==> src/rtl/key_conditioner.sv <==
// key_conditioner: synchronizes, debounces and auto-repeats N_KEYS raw key inputs.
// Each channel gives a debounced level and a one-cycle press pulse. Held keys can
// also produce repeat pulses. key_code reports the lowest channel that is pulsing.
module key_conditioner #(
    parameter int unsigned N_KEYS          = 4,
    parameter int unsigned DEBOUNCE_CYCLES = 4,
    parameter int unsigned REPEAT_EN       = 1,
    parameter int unsigned REPEAT_DELAY    = 16,
    parameter int unsigned REPEAT_PERIOD   = 8
) (
    input  logic                      clock,
    input  logic                      reset,
    input  logic [N_KEYS-1:0]         key_in,
    output logic [N_KEYS-1:0]         key_level,
    output logic [N_KEYS-1:0]         key_pulse,
    output logic                      key_valid,
    output logic [$clog2(N_KEYS)-1:0] key_code
);

    localparam int unsigned CodeW    = $clog2(N_KEYS);
    localparam int unsigned CntW     = $clog2(DEBOUNCE_CYCLES + 1);
    localparam int unsigned TimerMax = (REPEAT_DELAY > REPEAT_PERIOD) ? REPEAT_DELAY
                                                                       : REPEAT_PERIOD;
    localparam int unsigned TimerW   = $clog2(TimerMax + 1);

    // Terminal counts. The timer restarts at 0 on entry to HOLD/RWAIT, so the
    // state is left on the edge where the timer already holds DELAY-2 or PERIOD-2.
    localparam logic [CntW-1:0]   CntLast  = CntW'(DEBOUNCE_CYCLES - 1);
    localparam logic [TimerW-1:0] HoldLast = TimerW'(REPEAT_DELAY - 2);
    localparam logic [TimerW-1:0] WaitLast = TimerW'(REPEAT_PERIOD - 2);

    typedef enum logic [2:0] {
        StReady,
        StFirst,
        StHold,
        StRpulse,
        StRwait
    } state_e;

    logic [N_KEYS-1:0] s1_q;
    logic [N_KEYS-1:0] s2_q;
    logic [N_KEYS-1:0] level_all;
    logic [N_KEYS-1:0] pulse_all;
    logic [CodeW-1:0]  code;

    // Two-flop synchronizer for the asynchronous key inputs.
    always_ff @(posedge clock) begin
        if (reset) begin
            s1_q <= '0;
            s2_q <= '0;
        end else begin
            s1_q <= key_in;
            s2_q <= s1_q;
        end
    end

    for (genvar i = 0; i < N_KEYS; i++) begin : g_chan
        logic [CntW-1:0]   cnt_q;
        logic [CntW-1:0]   cnt_d;
        logic              level_q;
        logic              level_d;
        state_e            state_q;
        state_e            state_d;
        logic [TimerW-1:0] timer_q;
        logic [TimerW-1:0] timer_d;
        logic              pulse;

        // Debounce: count consecutive disagreeing samples and adopt s2 on the last one.
        always_comb begin
            cnt_d   = '0;
            level_d = level_q;
            if (s2_q[i] != level_q) begin
                if (cnt_q == CntLast) begin
                    level_d = s2_q[i];
                end else begin
                    cnt_d = cnt_q + CntW'(1);
                end
            end
        end

        // Debounce state register.
        always_ff @(posedge clock) begin
            if (reset) begin
                cnt_q   <= '0;
                level_q <= 1'b0;
            end else begin
                cnt_q   <= cnt_d;
                level_q <= level_d;
            end
        end

        // FSM state and timer register.
        always_ff @(posedge clock) begin
            if (reset) begin
                state_q <= StReady;
                timer_q <= '0;
            end else begin
                state_q <= state_d;
                timer_q <= timer_d;
            end
        end

        // FSM next state. A low level always returns to READY, ahead of any timer expiry.
        always_comb begin
            state_d = state_q;
            timer_d = '0;
            if (!level_q) begin
                state_d = StReady;
            end else begin
                unique case (state_q)
                    StReady:  state_d = StFirst;
                    StFirst:  state_d = StHold;
                    StHold: begin
                        if (timer_q != HoldLast) begin
                            timer_d = timer_q + TimerW'(1);
                        end else if (REPEAT_EN != 0) begin
                            state_d = StRpulse;
                        end else begin
                            // Repeat disabled: park here with the timer saturated.
                            timer_d = timer_q;
                        end
                    end
                    StRpulse: state_d = StRwait;
                    StRwait: begin
                        if (timer_q == WaitLast) begin
                            state_d = StRpulse;
                        end else begin
                            timer_d = timer_q + TimerW'(1);
                        end
                    end
                    default:  state_d = StReady;
                endcase
            end
        end

        // FSM output: pulse decoded from the registered state only.
        always_comb begin
            pulse = (state_q == StFirst) || (state_q == StRpulse);
        end

        assign level_all[i] = level_q;
        assign pulse_all[i] = pulse;
    end

    // Priority encoder: the lowest pulsing channel wins, 0 when nothing pulses.
    always_comb begin
        code = '0;
        for (int i = N_KEYS - 1; i >= 0; i--) begin
            if (pulse_all[i]) begin
                code = CodeW'(i);
            end
        end
    end

    // Outputs are forced quiet while reset is asserted.
    always_comb begin
        key_level = reset ? '0 : level_all;
        key_pulse = reset ? '0 : pulse_all;
        key_valid = reset ? 1'b0 : |pulse_all;
        key_code  = reset ? '0 : code;
    end

endmodule

==> config.mk <==
export PLATFORM = sky130hd
export DESIGN_NAME = key_conditioner
export DESIGN_NICKNAME = d
export VERILOG_FILES = /design/src/rtl/key_conditioner.sv
export SDC_FILE = /design/constraint.sdc
export NUM_CORES = 1
export LEC_CHECK = 0
export ABC_AREA = 1
export CAP_MARGIN = 20
export CORE_MARGIN = 8
export CORE_UTILIZATION = 40
export CTS_CLUSTER_DIAMETER = 50
export DETAILED_ROUTE_END_ITERATION = 12
export HOLD_SLACK_MARGIN = 0.12
export PLACE_DENSITY_LB_ADDON = 0.25
export SETUP_SLACK_MARGIN = 0.3
export SKIP_LAST_GASP = 1
export SLEW_MARGIN = 30
export SYNTH_ARGS = -nofsm -noshare
export SYNTH_HDL_FRONTEND = slang
export SYNTH_SLANG_ARGS = --single-unit
==> constraint.sdc <==
create_clock -name clock -period 1.3 [get_ports clock]
set_input_delay 0.39 -clock clock [delete_from_list [all_inputs] [get_ports clock]]
set_output_delay 0.39 -clock clock [all_outputs]
set_load 0.05 [all_outputs]
**Sequential cells coloured by netlist name**

The bar under the picture is 20 um long. Other sequential cells in the stronger grey, the rest of the logic in the fainter grey.
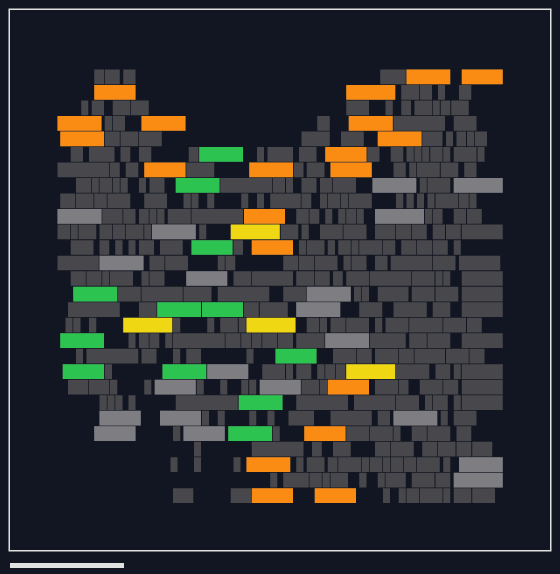
[g_chan.cnt_q] green | flops: 12
[g_chan.timer_q] orange | flops: 20
[g_chan.level_q] yellow | flops: 4 | where: centre
not coloured: 20

**Wires at chosen ports, followed through buffers**

The bar under the picture is 20 um long.
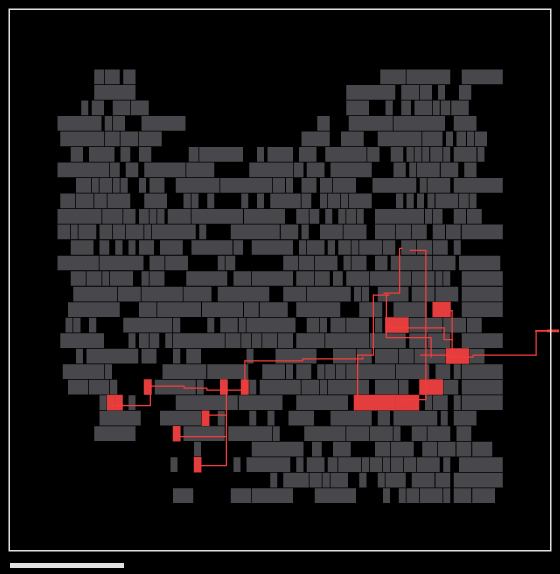
[reset] red | direction: input | edge: east | end cells: 14 | buffers: 5 | wire: 224 um
count of buffers from port buffering: 16
Boundary Pins: 17

**Signal wires by layer**

Only two layers are drawn.
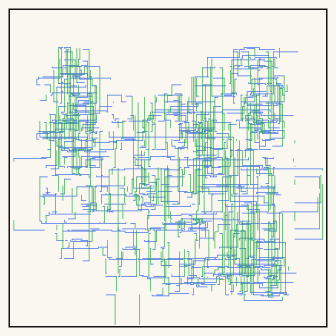
[metal 1] blue | wire length: 2500 um
[metal 2] green | wire length: 3180 um

-- critical path, stage by stage (launching register included) --
cell	delay, ns
sky130_fd_sc_hd__dfxtp_2	0.35
sky130_fd_sc_hd__inv_2	0.04
sky130_fd_sc_hd__nor2_4	0.08
sky130_fd_sc_hd__inv_2	0.06
sky130_fd_sc_hd__nor2_4	0.11
sky130_fd_sc_hd__a21oi_4	0.07
sky130_fd_sc_hd__a21oi_4	0.14
sky130_fd_sc_hd__buf_12	0.15
-- cell type report --
cell class | instances | area, um2
Clock buffer | 5 | 68.82
Multi-Input combinational cell | 211 | 1704
Tap cell | 75 | 93.84
Fill cell | 423 | 1857
Clock inverter | 3 | 42.54
Sequential cell | 56 | 1182
Inverter | 57 | 251.5
Timing Repair Buffer | 69 | 755.7
==> Implementation_results.wiki <==
== Run summary ==
{| class="wikitable"
! Metric !! Value
|-
| Result of the run || finished, violations left
|-
| Failing checks || negative setup slack
|-
| Total of flip-flops plus latches after synthesis || 56
|-
| Most used routing layer in global routing || met2
|-
| Overall die height || 94.68 um
|-
| FP Util || 41.58%
|-
| Chip Area, Yosys || 2476 um2
|-
| Timing startpoint of the critical path || g_chan[3].state_q[0]
|-
| Comb group || 0.0000872 W
|-
| Fraction of power consumed by the clock network || 38.8%
|-
| Number of antenna violations at the first check in global routing || 0
|-
| Nets@finish || 422
|-
| Via count of the first global-routing pass || 2198
|-
| RD Place Congestion || 0.7676
|-
| Number of instances on the worst hold path || 2
|-
| Number of buffers added for setup after CTS || 18
|-
| Largest area contributor in the netlist || sky130_fd_sc_hd__dfxtp_1
|-
| Insertion delay at the late pin of the worst-skew pair || 0.31 ns
|-
| Required time of the critical path || 0.91 ns
|-
| Htree depth || 2
|-
| Maximum clock frequency || 585.9 MHz
|-
| Normalized max-slew margin || 78.85%
|-
| Global routing usage on met2 || 23.75%
|-
| Area of all placed cells without fillers || 4099 um2
|-
| First-pass GRT wire length || 9308 um
|-
| Core Rows || 28
|-
| Placed Instances || 441
|-
| TritonCTS clock tree || yes
|-
| Hold buffers post-CTS || 0
|-
| Maximum number of pins on one net before global-route repair || 18
|-
| Met2 layer wire length in the routed design || 3176 um
|-
| Sequential-to-total area share from yosys stat || 45.28%
|-
| Synth Area in Adders || 8.085%
|-
| Max layer used || met4
|-
| Slew of the pin with the lowest slew margin || 0.3158 ns
|-
| Power consumed by the clock network || 0.00115 W
|-
| Clock buffers created by TritonCTS || 5
|-
| GR Util All Layers || 12.87%
|-
| Worst setup skew after layout || 0.01491 ns
|-
| Top reg by flops || g_chan.timer_q
|-
| Final global-route overflow total || 0
|-
| Class of the most critical setup path || flop to primary output
|-
| Final worst-path setup slack || -0.4068 ns
|-
| Number of search-and-repair iterations in the first detailed-routing pass || 6
|-
| Number of endpoints failing setup at the final stage || 11
|-
| Standard cell area after detailed placement || 3319 um2
|-
| FF-to-FF setup slack || 0.01 ns
|-
| Switch Pwr || 0.0006297 W
|-
| Final min period || 1.707 ns
|-
| Ratio of total power to cell area || 721.0 nW/um2
|-
| Synth top cells by count || 63 x sky130_fd_sc_hd__nor2_1, 56 x sky130_fd_sc_hd__dfxtp_1, 54 x sky130_fd_sc_hd__inv_1
|-
| Number of standard cells in the final layout excluding fillers || 476
|-
| Final-layout worst hold slack || 0.3975 ns
|-
| Sw Ratio || 21.31%
|-
| Endpoints failing hold || 0
|-
| RR Startpoint || g_chan[3].state_q[0]
|-
| Most frequently placed logic cell in the final layout || sky130_fd_sc_hd__nor2_1
|-
| HP Class || flop to flop
|-
| Pre-CTS setup slack || -0.5849 ns
|-
| Antenna violation net count after detailed routing || 0
|-
| Leading registers by flop count || g_chan.timer_q (20), g_chan.cnt_q (12), g_chan.state_q (12)
|-
| Clock-pin transition on the worst setup and hold timing paths || 0.11 ns
|}
Power is estimated from default activity; no workload was simulated.
